Cell classes on the final placement:
Drawn at 1.5 px/um.
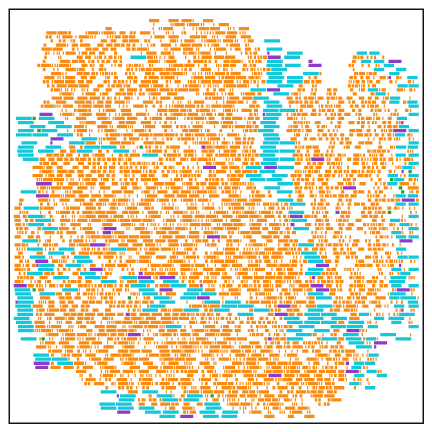
Clock wiring as the flow saved it:
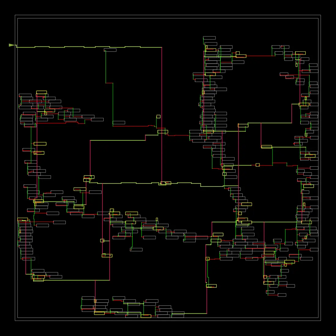
Design karatsuba_pipe_flat, sky130hd; sources not shown.
==> flow_metrics.env <==
# flow metrics
export IMPL_status="complete, no violations"
export IMPL_dominant_logic_cell_types_in_the_final_layout="sky130_fd_sc_hd__inv_1 (770), sky130_fd_sc_hd__nand2_1 (657), sky130_fd_sc_hd__fa_1 (617)"
export IMPL_largest_register_ff_count=64
export IMPL_path_delay_family="simple AND/OR/NAND/NOR gates"
export IMPL_grt_met2_usage_pct=46.1
export IMPL_place_gp_congestion=0.921
export IMPL_ys_async_sr_fraction_pct=0
export IMPL_detailed_routing_iteration_count_for_the_pre_antenna_repair_pass=6
export IMPL_whs_path_depth=0
export IMPL_post_cts_resized_instances=0
export IMPL_slew_headroom_pct=34.7
export IMPL_finish_cell_count_without_fillers=5316
export IMPL_finalWorstPathRequiredPeriod_ns=9.89
export IMPL_tool_warnings=28
export IMPL_syn_inst=4407
export IMPL_portBuffers=0
export IMPL_met2RoutedLength_mm=47.1
export IMPL_crit_slowest_cell="sky130_fd_sc_hd__nand3_1"
export IMPL_finalMaxSlewViolations=0
export IMPL_floorplan_rows=99
export IMPL_h_tree_depth=2
export IMPL_highest_signal_layer="met5"
export IMPL_numPlacedInstances=5241
export IMPL_nets=5457
export IMPL_timing_critical_path_cells="nor2b_1 > nand3_1"
export IMPL_yosys_stat_area_um2=41100
export IMPL_timing_critical_path_buf_inv=0
export IMPL_path_clk_slew_ns=0.06
export IMPL_met1_usage_pct=38.1
export IMPL_worstHoldPathType="reg2reg"
export IMPL_netlist_cell_type_count=84
export IMPL_critical_path_required_ns=12.93
export IMPL_synth_warnings=0
export IMPL_die_height_um=275
export IMPL_r2r_slack_ns=9.94
export IMPL_final_common_cell="sky130_fd_sc_hd__inv_1"
Notes on 'cell classes on the final placement' above:
| class | colour | cells | share of their area |
|---|---|---|---|
| other buffers and delay cells | green | 12 | 0.22% |
| all other logic | orange | 3995 | 79% |
| clock drivers and dummy loads | purple | 64 | 2.8% |
| flip-flops | cyan | 275 | 18% |
Layout Cell Area excl Fill: 43100 um^2
fraction of area in registers: 17.5%
final core occ: 59.2%
Core Footprint: 72800 um^2

Notes on 'clock wiring as the flow saved it' above:
sinks on the clock net: 275
clock buffer instance count of the final layout: 41
clock insertion delay at the later pin of the skew report: 0.58 ns
number of buffers created by CTS: 35

[synth_stat cells, drive strengths merged, types with 27 or more instances]
| library cell | count | area [um^2] |
|---|---|---|
| xnor2 | 136 | 1190 |
| edfxtp | 204 | 6130 |
| o21bai | 27 | 203 |
| ha | 449 | 5620 |
| o21ai | 93 | 465 |
| a211oi | 47 | 363 |
| inv | 770 | 2890 |
| a21o | 93 | 706 |
| nor3 | 32 | 160 |
| dfxtp | 71 | 1420 |
| xor2 | 57 | 499 |
| nor2 | 145 | 544 |
| nand2 | 658 | 2470 |
| fa | 617 | 12400 |
| and2 | 339 | 2120 |
| nand3 | 44 | 220 |
| clkbuf | 128 | 490 |
| a21oi | 209 | 1050 |
[stage by stage]
step | hold WS [ns] | worst slack [ns] | area [um^2]
2_1_floorplan | 0.350 | 4.72 | 41100
3_3_place_gp | 0.353 | 7.44 | 41900
3_5_place_dp | 0.358 | 7.38 | 41900
4_1_cts | 0.371 | 7.40 | 43100
5_1_grt | 0.378 | 7.33 | 43100
6_report | 0.368 | 7.41 | 43100
[kinds of logic after synthesis]
group                      after synthesis  share of synthesized area, %
DFF                                    275                          18.4
buffers and inverters                  907                          8.41
and+or+nand+nor                       1341                          15.5
adders and majority gates             1066                          43.7
xor gates and xnor gates               193                          4.11
muxes                                    5                         0.122
AOI/OAI and AO/OA                      620                          9.84
[area by class of cell]
cell class / count / area (um^2)
inverters: 770 / 2890
clock inverters: 23 / 251
flip-flops and latches: 275 / 7550
clock buffers: 41 / 941
fillers: 6414 / 29700
diodes: 11 / 27.5
repair buffers: 12 / 90.1
well taps: 959 / 1200
multi-input cells: 3225 / 30100
